$ cat src/rtl/fetch_unit.sv
// Instruction fetch, next-PC selection and IF/ID register for the 16-bit core.
// Taken jr/jump/branch in ID redirects the PC and squashes the two wrong-path words.
module fetch_unit #(
    parameter int PC_W     = 12,
    parameter int RESET_PC = 0
) (
    input  logic            clk,
    input  logic            rst_n,
    input  logic            stall,
    input  logic            branch,
    input  logic            zero,
    input  logic            jump,
    input  logic            jal,
    input  logic            jr,
    input  logic [15:0]     jr_addr,
    output logic [PC_W-1:0] imem_addr,
    input  logic [15:0]     imem_rdata,
    output logic [15:0]     id_instr,
    output logic [PC_W-1:0] id_pc,
    output logic            id_valid,
    output logic [PC_W-1:0] link_addr,
    output logic            link_we,
    output logic            flush
);

    localparam logic [PC_W-1:0] ONE    = PC_W'(1);
    localparam logic [PC_W-1:0] RST_PC = PC_W'(RESET_PC);

    logic [PC_W-1:0] r_pc_q;
    logic [PC_W-1:0] r_if_pc;
    logic            r_if_valid;
    logic [15:0]     r_id_instr;
    logic [PC_W-1:0] r_id_pc;
    logic            r_id_valid;

    logic [15:0]     w_br_off;
    logic [15:0]     w_jfield;
    logic [PC_W-1:0] w_br_tgt;
    logic [PC_W-1:0] w_jump_tgt;
    logic [PC_W-1:0] w_jr_tgt;
    logic [PC_W-1:0] w_target;
    logic            w_taken;
    logic            w_unused;

    assign w_br_off   = {{8{r_id_instr[7]}}, r_id_instr[7:0]};
    assign w_jfield   = {4'h0, r_id_instr[11:0]};
    assign w_br_tgt   = r_id_pc + ONE + w_br_off[PC_W-1:0];
    assign w_jump_tgt = w_jfield[PC_W-1:0];
    assign w_jr_tgt   = jr_addr[PC_W-1:0];
    // Upper address bits beyond PC_W are intentionally dropped.
    assign w_unused   = ^{jr_addr, w_br_off, w_jfield};

    assign w_taken = r_id_valid & ~stall & (jr | jump | (branch & zero));

    always_comb begin
        w_target = w_br_tgt;
        if (jr) begin
            w_target = w_jr_tgt;
        end else if (jump) begin
            w_target = w_jump_tgt;
        end
    end

    // On stall the in-flight word is re-read so it is still on imem_rdata when stall drops.
    assign imem_addr = stall ? r_if_pc : r_pc_q;

    always_ff @(posedge clk or negedge rst_n) begin
        if (!rst_n) begin
            r_pc_q     <= RST_PC;
            r_if_pc    <= '0;
            r_if_valid <= 1'b0;
            r_id_instr <= 16'h0000;
            r_id_pc    <= '0;
            r_id_valid <= 1'b0;
        end else if (!stall) begin
            r_id_instr <= imem_rdata;
            r_id_pc    <= r_if_pc;
            r_if_pc    <= r_pc_q;
            if (w_taken) begin
                r_pc_q     <= w_target;
                r_id_valid <= 1'b0;
                r_if_valid <= 1'b0;
            end else begin
                r_pc_q     <= r_pc_q + ONE;
                r_id_valid <= r_if_valid;
                r_if_valid <= 1'b1;
            end
        end
    end

    assign id_instr  = r_id_instr;
    assign id_pc     = r_id_pc;
    assign id_valid  = r_id_valid;
    assign link_addr = r_id_pc + ONE;
    assign link_we   = r_id_valid & jal & ~stall;
    assign flush     = w_taken;

endmodule

$ cat config.mk
export PLATFORM = sky130hd
export DESIGN_NAME = fetch_unit
export DESIGN_NICKNAME = d
export VERILOG_FILES = /design/src/rtl/fetch_unit.sv
export SDC_FILE = /design/constraint.sdc
export NUM_CORES = 1
export LEC_CHECK = 0
export ABC_CLOCK_PERIOD_IN_PS = 4300
export CAP_MARGIN = 20
export CORE_ASPECT_RATIO = 0.5
export CORE_MARGIN = 2
export CORE_UTILIZATION = 54
export DETAILED_ROUTE_END_ITERATION = 16
export DONT_BUFFER_PORTS = 1
export GPL_ROUTABILITY_DRIVEN = 0
export HOLD_SLACK_MARGIN = 0.06
export PLACE_DENSITY = 0.69
export SYNTH_ARGS = -nofsm -noshare
export SYNTH_HDL_FRONTEND = slang
export SYNTH_SLANG_ARGS = --single-unit
$ cat constraint.sdc
create_clock -name clk -period 4.3 [get_ports clk]
set_input_delay 0.86 -clock clk [delete_from_list [all_inputs] [get_ports clk]]
set_output_delay 0.86 -clock clk [all_outputs]
set_load 0.02 [all_outputs]
Run 1, metal 1:
Bar = 20 µm. Cells faint in the background.
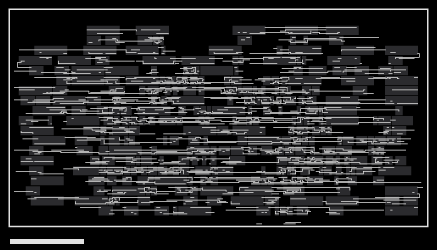
nets with wire on the layer: 337
main direction: horizontal
vias: 2489
WL final: 7680 µm
GRT met1 Usage: 34.2%

Run 1, the metal 2 layer:
Cells faint in the background.
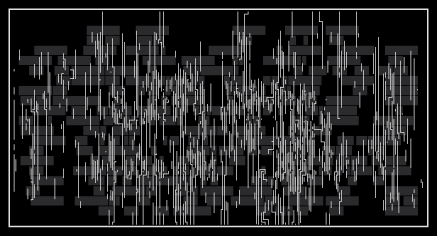
nets with wire on the layer: 323
share of all routed wire: 44%
main direction: vertical
wire length on this layer: 3350 µm

Run 1, met3 routing:
Bar = 20 µm. Cells faint in the background.
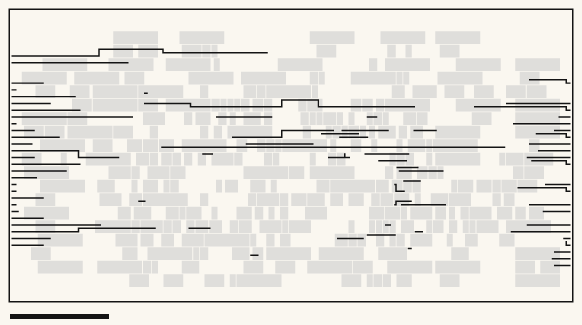
longest straight run: 69.0 µm
nets with wire on the layer: 73
share of all routed wire: 9.4%
wire length on this layer: 724 µm
main direction: horizontal

==> GITHUB_STEP_SUMMARY, run 1 <==
## Synthesis and layout report

| Metric | Value |
|---|---|
| Outcome | finished with violations |
| Failing checks | design-rule violations |
| Commonest Layout Cell | dfrtp_1 |
| ClkCell Share | 4.54% |
| Power in combinational cells | 0.00118 W |
| Post-Place Cells | 382 |
| Avg Vias per Cell | 6.38 |
| Synth area leader | dfrtp_1 |
| Latency at later pin | 0.30 ns |
| Top post-synthesis cells by count | dfrtp_1, mux2_2, nand2_1 |
| CTS Hold Bufs | 0 |
| Critical path type | flip-flop to flip-flop |
| Synthesis area per yosys | 0.00322 mm² |
| Peak VDD IR | 0.000409 V |
| Layout net count | 373 |
| Initial DRT Pass Iterations | 10 |
| Max Cap Violations | 0 |
| Repair and plain buffers | 0 |
| PostCTS Resize Cnt | 0 |
| Worst EP arrival | 3.71 ns |
| Root Buffer | clkbuf_16 |
| IO Port Bufs | 0 |
| Fmax | 283 MHz |
| Main power group | combinational cells |
| Post-synth EDFFs | 0 |
| Fillers | 471 |
| Overflow after GRT | 0 |
| Area share, top type | 42.0% |
| Sequential Power Share | 38.3% |
| Tapcells | 73 |
| Clock buffer depth | 2 |
| CP Capture Type | flip-flop |
| Seq. cell area | 0.00135 mm² |
| All-Layer GR Usage | 24.2% |
| #FFs+latches synth | 54 |
| Vias in the first global route | 2392 |
| Max reg flops | 16 |
| CP max FO | 7 |
| Largest net degree at the start of global routing | 61 |
| Die Ht | 58.6 µm |
| Number of OpenROAD warnings | 33 |
| Nonclk inv count | 10 |
| Non-clk buf share | 0% |
| Pins over their slew limit | 0 |
| Clk pwr share | 16.4% |
| Adders+Majority by Area | 6.84% |
| Worst Clk Skew | 0.00341 ns |
| Yosys Instances | 321 |
| Critical path's slowest cell | dfrtp_1 |
| Comb/total area | 52.1% |
| Tightest Hold Check Type | input pin to async pin |
| Area Growth Syn to Fin | 6.14% |
| Worst reg2reg path startpoint | id_pc[0] |
| Layout cells sized above 1 | 16.7% |
| Drc violations | 6 |
| Hold slack final | 0.251 ns |
| Cell Pwr Density | 762 mW/mm² |
| Post-DRT Antenna Nets | 0 |
| Postcts setup bufs | 0 |
| DR WL/cell | 19.7 µm |
| Pleak | 1.46 nW |
| Hold Violations, Final | 0 |
| Post-Syn Nets | 378 |
| AO/OA Area Share | 15.2% |
| R2R depth | 10 |
| Synth Area in XOR/XNOR | 5.40% |
| Fraction of area in registers | 39.6% |
| Crit path max-delay family | AND-OR/OR-AND gates |
| WP buf/inv | 0 |
| CP Launch Type | flip-flop |
| Top-count cell post-synth | dfrtp_1 |
| RSZ-0062 raised after global routing | false |
| Setup violators final | 0 |
| Final min period | 3.53 ns |
| Max_slew headroom | 49.6% |
| R2R setup slack | 0.77 ns |
| Setup TNS | 0 ns |
| Initial antenna violation count | 0 |
| Flop count | 54 |
| Core Region | 0.00561 mm² |
| Commonest flop | dfrtp_1 |
| Crit path to | r_pc_q[9] |
| Die Width | 113 µm |
| Largest stage delay on the critical path | 0.60 ns |
| Mapped Area | 0.00322 mm² |
| Comb area | 0.00178 mm² |
| Power, Total | 0.00260 W |
| Distinct cell type count after synthesis | 48 |
| Instance count of the mapped netlist | 321 |
| Switching power share of the total | 46.9% |
| Hpwl dp | 5620 µm |
| # rows | 19 |
| Num ports | 95 |
| P_sw | 0.00122 W |
| Clkbuf count | 6 |
| Largest logic family | multiplexers |
| Worst Tran Pin Value | 0.750 ns |
| Fp util | 57.4% |
| Crit path DRT | 4.48 ns |
| Instance count on the critical path | 10 |
| Top cells, area | dfrtp_1, mux2_2, ha_1, a21oi_1, nand2_1 |
| Chip area | 0.00663 mm² |
| Syn Area/Cell | 10.0 µm² |
| Crit path from | id_pc[0] |
| Crit-path cells | ha_1 > and3_1 > xor2_1 > ha_1 > a21oi_1 > o21ai_0 > a41oi_2 > xor2_1 > a211oi_1 > a221o_1 |
| Clock network power | 0.000427 W |
| Internal power | 0.00138 W |
| Worst slack, placed | 0.896 ns |
| Final WS setup | 0.772 ns |
| Synth Seq Share | 42.0% |
| R2r endpoint | r_pc_q[9] |
| MI comb cells | 245 |
| Final Non-Filler Cells | 390 |
| Asr flop ratio synth | 100% |
| Fin crit share | 82.1% |
| Num CTS Buffers | 5 |
| Ant diodes | 0 |
| H-tree depth | 2 |
| Clock sink total | 54 |
[run 1: worst reg2reg max path, delay by kind of cell (launching register included)]
family / cells / cell delay, ns
compound gates: 5 / 1.17
xor+xnor: 2 / 0.71
fa+ha+maj: 2 / 0.63
flops: 1 / 0.60
simple gates: 1 / 0.31
[run 1: metrics by stage]
stage	area (µm²)	util (%)
6_report	3420	60.9
5_1_grt	3420	60.9
3_3_place_gp	3260	58.1
4_1_cts	3420	60.9
3_5_place_dp	3260	58.1
2_1_floorplan	3220	-
[run 1: per-layer routing]
layer / track usage [%] / share of wire, %
met1: 34.2 / 46
met2: 36.4 / 44
met3: 8.34 / 9.4
met4: 5.40 / 0.66
met5: 0 / 0
==> run 1 -> run 2 <==
--- a/config.mk
+++ b/config.mk
@@ -5,7 +5,7 @@
 export SDC_FILE = /design/constraint.sdc
 export NUM_CORES = 1
 export LEC_CHECK = 0
-export ABC_CLOCK_PERIOD_IN_PS = 4300
+export ABC_CLOCK_PERIOD_IN_PS = 3300
 export CAP_MARGIN = 20
 export CORE_ASPECT_RATIO = 0.5
 export CORE_MARGIN = 2
==> constraint.sdc (replaced) <==
create_clock -name clk -period 3.3 [get_ports clk]
set_input_delay 0.66 -clock clk [delete_from_list [all_inputs] [get_ports clk]]
set_output_delay 0.66 -clock clk [all_outputs]
set_load 0.02 [all_outputs]
Run 2, sequential cells grouped by signal name:
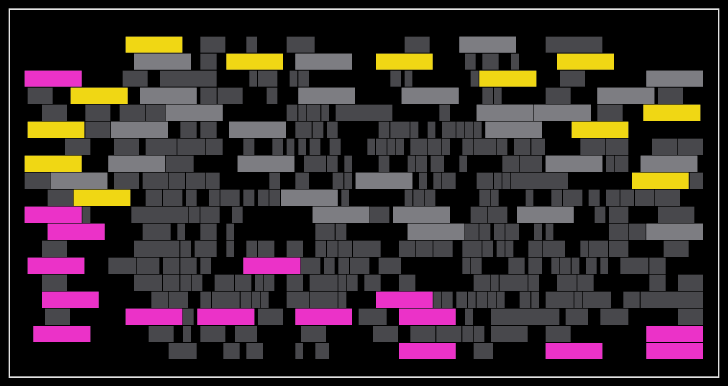
legend:
  magenta:
    signal: id_instr
    sequential_cells: 16
  yellow:
    signal: r_if_pc
    sequential_cells: 12
fraction of area in registers: 37.9%
Seq. pwr: 0.00122 W
Seq. cell area: 0.00135 mm²
final core occ: 63.6%

==> GITHUB_STEP_SUMMARY, run 2 <==
## Synthesis and layout report

| Metric | Value |
|---|---|
| Outcome | finished with violations |
| Failing checks | design-rule violations |
| Initial DRT Pass Iterations | 11 (+1) |
| Critical path's slowest cell | o21ai_0 |
| Commonest flop | dfrtp_1 |
| Die Ht | 58.6 µm (unchanged) |
| Clk pwr share | 17.0% (+0.6 points) |
| Mapped Area | 0.00322 mm² (unchanged) |
| Fin crit share | 88.1% (+6.1 points) |
| CP Capture Type | flip-flop |
| #FFs+latches synth | 54 (unchanged) |
| Switching power share of the total | 44.7% (-2.2 points) |
| GRT met1 Usage | 33.8% (-0.33 points) |
| TritonCTS clock tree | yes |
| PostCTS Resize Cnt | 0 (unchanged) |
| Yosys Warn Count | 0 |
| Latency at later pin | 0.30 ns (about the same) |
| Instance count of the mapped netlist | 321 (unchanged) |
| Internal power | 0.00200 W (+44%) |
| # rows | 19 (unchanged) |
| Crit path max-delay family | AND-OR/OR-AND gates |
| Cell Pwr Density | 1010 mW/mm² (+33%) |
| Reg clk slew, reported paths | 0.07 ns |
| Met3 Usage GRT | 9.47% (+1.1 points) |
| IO Port Bufs | 0 (unchanged) |
| Max Cap Violations | 0 (unchanged) |
| Post-DRT Antenna Nets | 0 (unchanged) |
| Met2 wire length | 3410 µm (+1.9%) |
| Clock buffer depth | 2 (unchanged) |
| Num ports | 95 (unchanged) |
| Pleak | 1.55 nW (+6.4%) |
| Initial antenna violation count | 0 (unchanged) |
| Top-count cell post-synth | dfrtp_1 |
| Layout cells sized above 1 | 20.5% (+3.8 points) |
| Largest logic family | multiplexers |
| Area fraction in mux cells | 15.4% |
| WL final | 7710 µm (+0.50%) |
| Top cells, area | dfrtp_1, mux2_2, ha_1, a21oi_1, nand2_1 |
| Crit-path cells | ha_1 > and3_1 > xor2_1 > buf_4 > ha_1 > nand2_1 > o21ai_0 > a41oi_2 > xor2_1 > a211oi_1 > a221o_1 |
| Distinct cell type count after synthesis | 48 (unchanged) |
| Chip area | 0.00663 mm² (unchanged) |
| P_sw | 0.00161 W (+32%) |
| Worst reg2reg path startpoint | id_pc[0] |
| Fp util | 57.4% (unchanged) |
| Fmax | 344 MHz (+21%) |
| Top post-synthesis cells by count | dfrtp_1, mux2_2, nand2_1 |
| Overflow after GRT | 0 (unchanged) |
| R2r endpoint | r_pc_q[9] |
| Vias | 2466 (-0.92%) |
| DRT iter0 DRCs | 246 |
| Global-route wire length before repair | 12300 µm |
| Worst slack, placed | 0.426 ns (-0.470 ns) |
| CTS Hold Bufs | 1 (+1) |
| Pins over their slew limit | 0 (unchanged) |
| Crit path DRT | 3.48 ns (-1.00 ns) |
| All-Layer GR Usage | 24.2% (+0.086 points) |
| Max reg flops | 16 (unchanged) |
| Critical path type | flip-flop to flip-flop |
| Hpwl dp | 5730 µm (+1.9%) |
| Ant diodes | 0 (unchanged) |
| Commonest Layout Cell | dfrtp_1 |
| Worst Tran Pin Value | 0.712 ns (-0.0383 ns) |
| Final min period | 2.91 ns (-0.620 ns) |
| Final Non-Filler Cells | 405 (+3.8%) |
| H-tree depth | 2 (unchanged) |
| Worst EP arrival | 3.09 ns (-0.62 ns) |
| Hold Violations, Final | 0 (unchanged) |
| DR WL/cell | 19.0 µm (-3.2%) |
| Largest stage delay on the critical path | 0.39 ns (-0.21 ns) |
| Met2 Use GR | 37.0% (+0.60 points) |
| Tightest Hold Check Type | input pin to async pin |
| Postcts setup bufs | 0 (unchanged) |
| Avg Vias per Cell | 6.09 (-4.6%) |
| Setup violators final | 0 (unchanged) |
| Power, Total | 0.00361 W (+39%) |
| Setup TNS | 0 ns (unchanged) |
| Combinational fraction of design power | 49.3% |
| Yosys Instances | 321 (unchanged) |
| Adders+Majority by Area | 6.84% (unchanged) |
| Area Growth Syn to Fin | 10.9% |
| Post-Route M1 WL | 3460 µm (-2.6%) |
| Top Layout Cells | dfrtp_1, mux2_2, nand2_1 |
| Num CTS Buffers | 5 (unchanged) |
| Sequential Power Share | 33.7% (-4.6 points) |
| Post-Syn Nets | 378 (unchanged) |
| Post-Place Cells | 397 (+3.9%) |
| AO/OA Area Share | 15.2% (unchanged) |
| Syn Area/Cell | 10.0 µm² (unchanged) |
| CP Launch Type | flip-flop |
| Synthesis area per yosys | 0.00322 mm² (unchanged) |
| Simple share | 12.4% |
| Asr flop ratio synth | 100% (unchanged) |
| Vias in the first global route | 2361 (-1.3%) |
| Final WS setup | 0.391 ns (-0.380 ns) |
| Most used routing layer | met2 |
| Synth Area in XOR/XNOR | 5.40% (unchanged) |
| Main power group | combinational cells |
| Top Metal Used | met4 |
| Max_slew headroom | 52.1% (+2.4 points) |
| Synth area leader | dfrtp_1 |
| Peak VDD IR | 0.000471 V (+15%) |
| Cell area after layout | 0.00357 mm² (+4.5%) |
| Layout net count | 389 (+4.3%) |
| Core Region | 0.00561 mm² (unchanged) |
| Met3 WL | 806 µm (+11%) |
| R2R depth | 11 (+1) |
| R2R setup slack | 0.39 ns (-0.38 ns) |
| Post-DP Area | 0.00337 mm² (+3.5%) |
| Area share, top type | 42.0% (unchanged) |
| CP max FO | 3 (-4) |
| Hold slack final | 0.209 ns (-0.0417 ns) |
| Root Buffer | clkbuf_16 |
| Largest net degree at the start of global routing | 61 (unchanged) |
| Clock network power | 0.000614 W (+44%) |
| Clock sink total | 54 (unchanged) |
| Number of OpenROAD warnings | 33 (unchanged) |
| Power in combinational cells | 0.00178 W (+51%) |
| Post-synth EDFFs | 0 (unchanged) |
| RSZ-0062 raised after global routing | false |
| Synth Seq Share | 42.0% (unchanged) |
| Die Width | 113 µm (unchanged) |
| WP buf/inv | 1 (+1) |
| Worst Clk Skew | 0.00522 ns (+0.00181 ns) |
| Drc violations | 6 (unchanged) |
Run 2, the metal 2 layer:
Cells faint in the background.
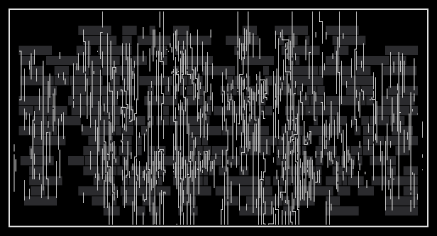
share of all routed wire: 44%
nets with wire on the layer: 330
longest straight run: 39.8 µm
main direction: vertical
wire length on this layer: 3410 µm

-- run 2: cell counts after synthesis --
Identical to the previous run, type by type.
-- run 2: worst max path at each step --
stage                     startpoint         to  slack, ns  cells after the start
final                       id_pc[0]  r_pc_q[9]       0.39                     11
after global routing        id_pc[0]  r_pc_q[9]       0.25                     11
after CTS                   id_pc[0]  r_pc_q[9]       0.37                     11
after detailed placement    id_pc[0]  r_pc_q[9]       0.43                     11
after global placement      id_pc[0]  r_pc_q[9]       0.54                     11
after floorplan             id_pc[0]  r_pc_q[9]       0.36                     10
-- run 2: cell type report --
type                    instances  area, µm²
inverters                      10       37.5
clock buffers                   6        139
well taps                      73       91.3
clock inverters                 1       30.0
flip-flops and latches         54       1350
multi-input cells             245       1780
fillers                       459       2040
repair buffers                 16        140
Power is estimated from default activity; no workload was simulated.
